File: src/rtl/ising_axi.sv
// Ising-machine annealer behind a simple AXI-style register interface.
// Round-robin spin updates driven by programmable symmetric couplings, with per-spin phase counters.
module ising_axi #(
    parameter int unsigned N           = 8,
    parameter int unsigned NUM_WEIGHTS = 3,
    parameter int          WIRE_DELAY  = 10
) (
    input  logic        clk,
    input  logic        axi_rst,
    input  logic        arvalid_q,
    input  logic [31:0] araddr_q,
    input  logic        rready,
    output logic        rvalid,
    output logic [1:0]  rresp,
    output logic [31:0] rdata,
    input  logic        wready,
    input  logic [31:0] wr_addr,
    input  logic [31:0] wdata
);

    localparam int unsigned IW   = (N > 1) ? $clog2(N) : 1;
    localparam int unsigned HW   = $clog2(N * (2 ** NUM_WEIGHTS)) + 2;
    localparam int unsigned VOFF = 2 ** (NUM_WEIGHTS - 2);
    localparam logic [31:0] START_ADDR      = 32'h0000_0000;
    localparam logic [31:0] CTR_CUTOFF_ADDR = 32'h0000_0004;
    localparam logic [31:0] CTR_MAX_ADDR    = 32'h0000_0008;
    localparam logic [31:0] PHASE_ADDR_BASE = 32'h0000_0100;

    if (NUM_WEIGHTS < 2 || WIRE_DELAY < 0) begin : g_param_check
        $error("ising_axi: NUM_WEIGHTS must be >= 2 and WIRE_DELAY non-negative");
    end

    logic [NUM_WEIGHTS-1:0] r_j [N][N];
    logic [N-1:0]           r_init;
    logic [N-1:0]           r_spin;
    logic [31:0]            r_ctr [N];
    logic [31:0]            r_cutoff;
    logic [31:0]            r_max;
    logic                   r_run;
    logic [IW-1:0]          r_idx;
    logic                   r_rvalid;
    logic [31:0]            r_rdata;

    logic                   w_wr_wt;
    logic [IW-1:0]          w_wi;
    logic [IW-1:0]          w_wj;
    logic                   w_rd_wt;
    logic                   w_rd_ph;
    logic [IW-1:0]          w_ri;
    logic [IW-1:0]          w_rj;
    logic [31:0]            w_rk;
    logic [31:0]            w_rd_data;
    logic signed [HW-1:0]   w_term;
    logic signed [HW-1:0]   w_h;

    // Weight window: i in addr[12:2], j in addr[19:13]; out-of-range indices fall through to 0.
    assign w_wi    = IW'(wr_addr[12:2]);
    assign w_wj    = IW'(wr_addr[19:13]);
    assign w_wr_wt = wready && (wr_addr[31:20] == 12'h001) && (wr_addr[1:0] == 2'b00)
                     && (32'(wr_addr[12:2]) < N) && (32'(wr_addr[19:13]) < N);
    assign w_ri    = IW'(araddr_q[12:2]);
    assign w_rj    = IW'(araddr_q[19:13]);
    assign w_rd_wt = (araddr_q[31:20] == 12'h001) && (araddr_q[1:0] == 2'b00)
                     && (32'(araddr_q[12:2]) < N) && (32'(araddr_q[19:13]) < N);
    assign w_rk    = (araddr_q - PHASE_ADDR_BASE) >> 2;
    assign w_rd_ph = (araddr_q >= PHASE_ADDR_BASE) && (araddr_q[1:0] == 2'b00) && (w_rk < N);

    always_comb begin
        w_rd_data = '0;
        if (araddr_q == CTR_CUTOFF_ADDR) begin
            w_rd_data = r_cutoff;
        end else if (araddr_q == CTR_MAX_ADDR) begin
            w_rd_data = r_max;
        end else if (w_rd_ph) begin
            w_rd_data = r_ctr[IW'(N - 1 - w_rk)];
        end else if (w_rd_wt) begin
            w_rd_data = (w_ri == w_rj) ? 32'(r_init[w_ri]) : 32'(r_j[w_ri][w_rj]);
        end
    end

    // Local field of the spin selected by the round-robin index.
    always_comb begin
        w_h    = '0;
        w_term = '0;
        for (int unsigned j = 0; j < N; j++) begin
            w_term = $signed(HW'(r_j[r_idx][IW'(j)])) - $signed(HW'(VOFF));
            if (IW'(j) != r_idx) begin
                w_h = r_spin[IW'(j)] ? (w_h + w_term) : (w_h - w_term);
            end
        end
    end

    always_ff @(posedge clk or posedge axi_rst) begin
        if (axi_rst) begin
            for (int unsigned a = 0; a < N; a++) begin
                for (int unsigned b = 0; b < N; b++) begin
                    r_j[IW'(a)][IW'(b)] <= NUM_WEIGHTS'(VOFF);
                end
                r_ctr[IW'(a)] <= 32'd4;
            end
            r_init   <= '0;
            r_spin   <= N'(1) << (N - 1);
            r_cutoff <= 32'd4;
            r_max    <= 32'd8;
            r_run    <= 1'b0;
            r_idx    <= '0;
            r_rvalid <= 1'b0;
            r_rdata  <= '0;
        end else begin
            if (r_run) begin
                r_idx <= (r_idx == IW'(N - 2)) ? '0 : r_idx + IW'(1);
                if (w_h[HW-1]) begin
                    r_spin[r_idx] <= 1'b0;
                end else if (w_h != '0) begin
                    r_spin[r_idx] <= 1'b1;
                end
                // Counters track agreement with the reference spin, saturating in [0, CTR_MAX].
                for (int unsigned k = 0; k < N; k++) begin
                    if (r_ctr[IW'(k)] > r_max) begin
                        r_ctr[IW'(k)] <= r_max;
                    end else if (r_spin[IW'(k)] == r_spin[N-1]) begin
                        if (r_ctr[IW'(k)] != r_max) r_ctr[IW'(k)] <= r_ctr[IW'(k)] + 32'd1;
                    end else if (r_ctr[IW'(k)] != 32'd0) begin
                        r_ctr[IW'(k)] <= r_ctr[IW'(k)] - 32'd1;
                    end
                end
            end
            if (w_wr_wt) begin
                if (w_wi == w_wj) begin
                    r_init[w_wi] <= wdata[0];
                end else begin
                    r_j[w_wi][w_wj] <= wdata[NUM_WEIGHTS-1:0];
                    r_j[w_wj][w_wi] <= wdata[NUM_WEIGHTS-1:0];
                end
            end
            if (wready && wr_addr == CTR_CUTOFF_ADDR) r_cutoff <= wdata;
            if (wready && wr_addr == CTR_MAX_ADDR)    r_max    <= wdata;
            if (wready && wr_addr == START_ADDR) begin
                if (wdata[8]) begin
                    for (int unsigned k = 0; k < N; k++) begin
                        r_spin[IW'(k)] <= (k == N - 1) ? 1'b1 : r_init[IW'(k)];
                        r_ctr[IW'(k)]  <= r_cutoff;
                    end
                    r_run <= 1'b1;
                    r_idx <= '0;
                end else begin
                    r_run <= wdata[4];
                end
            end
            if (arvalid_q) begin
                r_rvalid <= 1'b1;
                r_rdata  <= w_rd_data;
            end else if (rready) begin
                r_rvalid <= 1'b0;
            end
        end
    end

    assign rvalid = r_rvalid;
    assign rdata  = r_rdata;
    assign rresp  = 2'b00;

endmodule

File: config.mk
export PLATFORM = sky130hd
export DESIGN_NAME = ising_axi
export DESIGN_NICKNAME = d
export VERILOG_FILES = /design/src/rtl/ising_axi.sv
export SDC_FILE = /design/constraint.sdc
export NUM_CORES = 2
export LEC_CHECK = 0
export ABC_AREA = 1
export CAP_MARGIN = 20
export CORE_UTILIZATION = 28
export CTS_BUF_LIST = sky130_fd_sc_hd__clkbuf_8
export DETAILED_ROUTE_END_ITERATION = 7
export PLACE_DENSITY = 0.49
export SYNTH_ARGS = -nofsm -noshare
export SYNTH_HDL_FRONTEND = slang
export SYNTH_SLANG_ARGS = --single-unit
File: constraint.sdc
create_clock -name clk -period 26.1 [get_ports clk]
set_clock_uncertainty 0.2 [all_clocks]
set_input_delay 6.525 -clock clk [delete_from_list [all_inputs] [get_ports clk]]
set_output_delay 6.525 -clock clk [all_outputs]
set_load 0.05 [all_outputs]
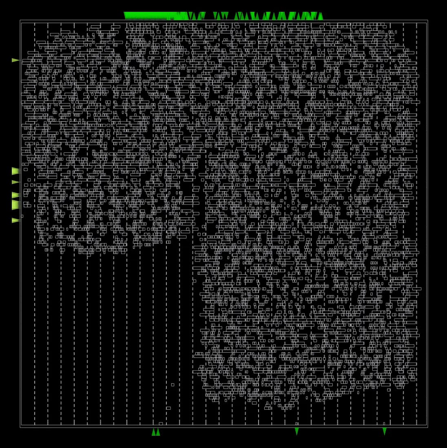
(placed standard cells)
area of the core: 179,000 um^2
Layout Utilization: 31.8%
layout filler cell count: 19,600
fin cells: 9,721

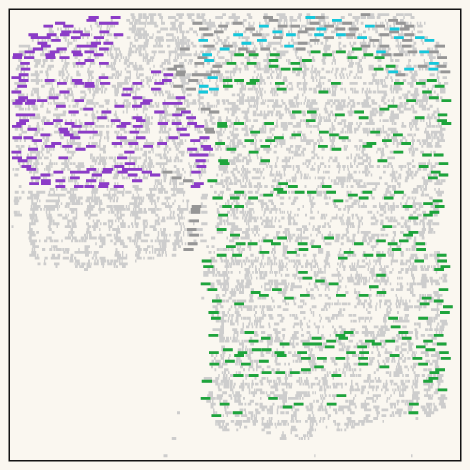
(sequential cells grouped by signal name)
Other sequential cells in the stronger gray, the rest of the logic in the fainter gray.
Key: `r_ctr` = green [placed flops 256]; `r_cutoff` = cyan [placed flops 32]; `r_j` = purple [placed flops 192, where upper left]
Seq/total area: 25.0%
register area: 14,200 um^2
power in sequential cells: 0.00110 W

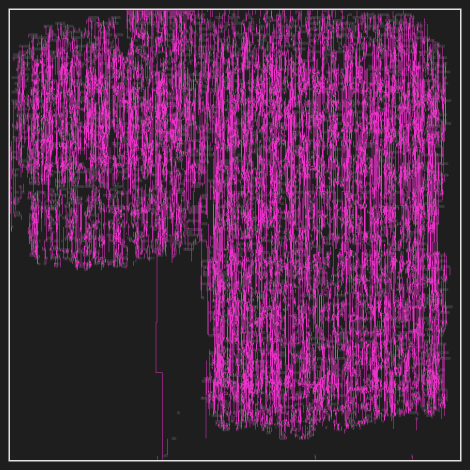
(the metal 2 layer)
Cells faint in the background.
The layer holds 45% of the routed length. The layer carries 108 mm of wire. 5,902 nets have wire on it. The longest straight run is 196 um.
met2 usage: 40.3%
routed wire length: 240,000 um
Vias: 54,200

==> changes_impl.md <==
### Metrics

- Status: complete, no violations
- Average wire per standard cell: 24.7 um
- Tool warnings: 56
- Max reg flops: 256
- Largest net degree at the start of global routing: 151
- Num CTS Buffers: 113
- Overall routing resource usage: 25.6%
- Largest stage delay, worst path: 0.58 ns
- Logic area: 31,800 um^2
- Clk root buf: clkbuf_8
- Biggest regs: r_ctr: 256 flops, r_j: 192 flops
- Area reported by Yosys stat: 50,700 um^2
- Number of global-route vias before repair: 50,700
- CP required: 26.71 ns
- Clock transition at path regs: 0.06 ns
- TritonRoute pass-1 iters: 6
- Largest reg by FF count: r_ctr
- Synth top cell by count: nand2_1
- Comb pwr share: 65.9%
- Reg2Reg Depth: 59
- Clock network area share: 4.49%
- Slew @ Worst Pin: 1.37 ns
- Die width: 427 um
- Design internal power: 0.00314 W
- NumNets Final: 7,739
- EDFF count, synth: 0
- Post-synth area hogs: dfrtp_1, nand2_1, ha_1
- Top Layer Used: met5
- Pre-CTS setup slack: 14.54 ns
- Maximum vdd drop: 199 uV
- Post-route DRC violation count: 0
- IO Port Bufs: 133
- Nonclk buf count: 290
- Clk_buf instances: 143
- XOR Share, Synth: 4.48%
- CTS Sinks: 565
- Init Core Util: 28.3%
- Final TNS setup: 0 ns
- Multi-Input Combinational: 5,527
- Hold Path Cell Cnt: 0
- CTS tree: done
- Placed Area: 54,400 um^2
- Pwr dens: 111 nW/um^2
- Maximum clock rate: 86.6 MHz
- Final Cycle Share: 44.3%
- Pleak: 26.1 nW
- Yosys Instances: 7,341
- Mapped Area: 50,700 um^2
- CP Capture Type: flop
- Hold_buf cts: 0
- Most frequent CP cell: nand2_1
- Switch Pwr: 0.00320 W
- Reg2reg start: r_idx[0]
- Die Footprint: 183,000 um^2
- DP HPWL: 179,000 um
- Non-clock buffering overhead: 4.44%
- Slowest-stage cell, CP: dfrtp_1
- Clock Power: 0.00106 W
- Sw frac: 50.4%
- Antenna-violating nets left: 0
- Synth Area in Simple Gates: 24.8%
- WL met2: 108,000 um
- Comb area leader: simple AND/OR/NAND/NOR gates
- CP Data Arrival Time: 12.16 ns
- Aoi/oai-family share of the synthesized area: 23.7%
- Total power: 0.00634 W
- Cell depth of the worst setup path: 59
- Worst reg2reg path endpoint: r_spin[0]
- Cell type with the largest total area: dfrtp_1
- M1 GR Usage: 34.0%
- I/O pin count: 136
- Vias/cell: 5.57
- Seq share, synth: 28.1%
- Critical Path Start: r_idx[0]
- Hold Violations, Final: 0
- Top cells by count, synth: nand2_1, inv_1, o21ai_0
- Max clock buf depth: 3
- Tmin final: 11.55 ns
- Cells after synthesis: 7,341
- Largest class: logic gates
- Clock power frac: 16.8%
- GRT busiest layer: met2
No activity file was given, so power comes from the tool's default toggle rates.
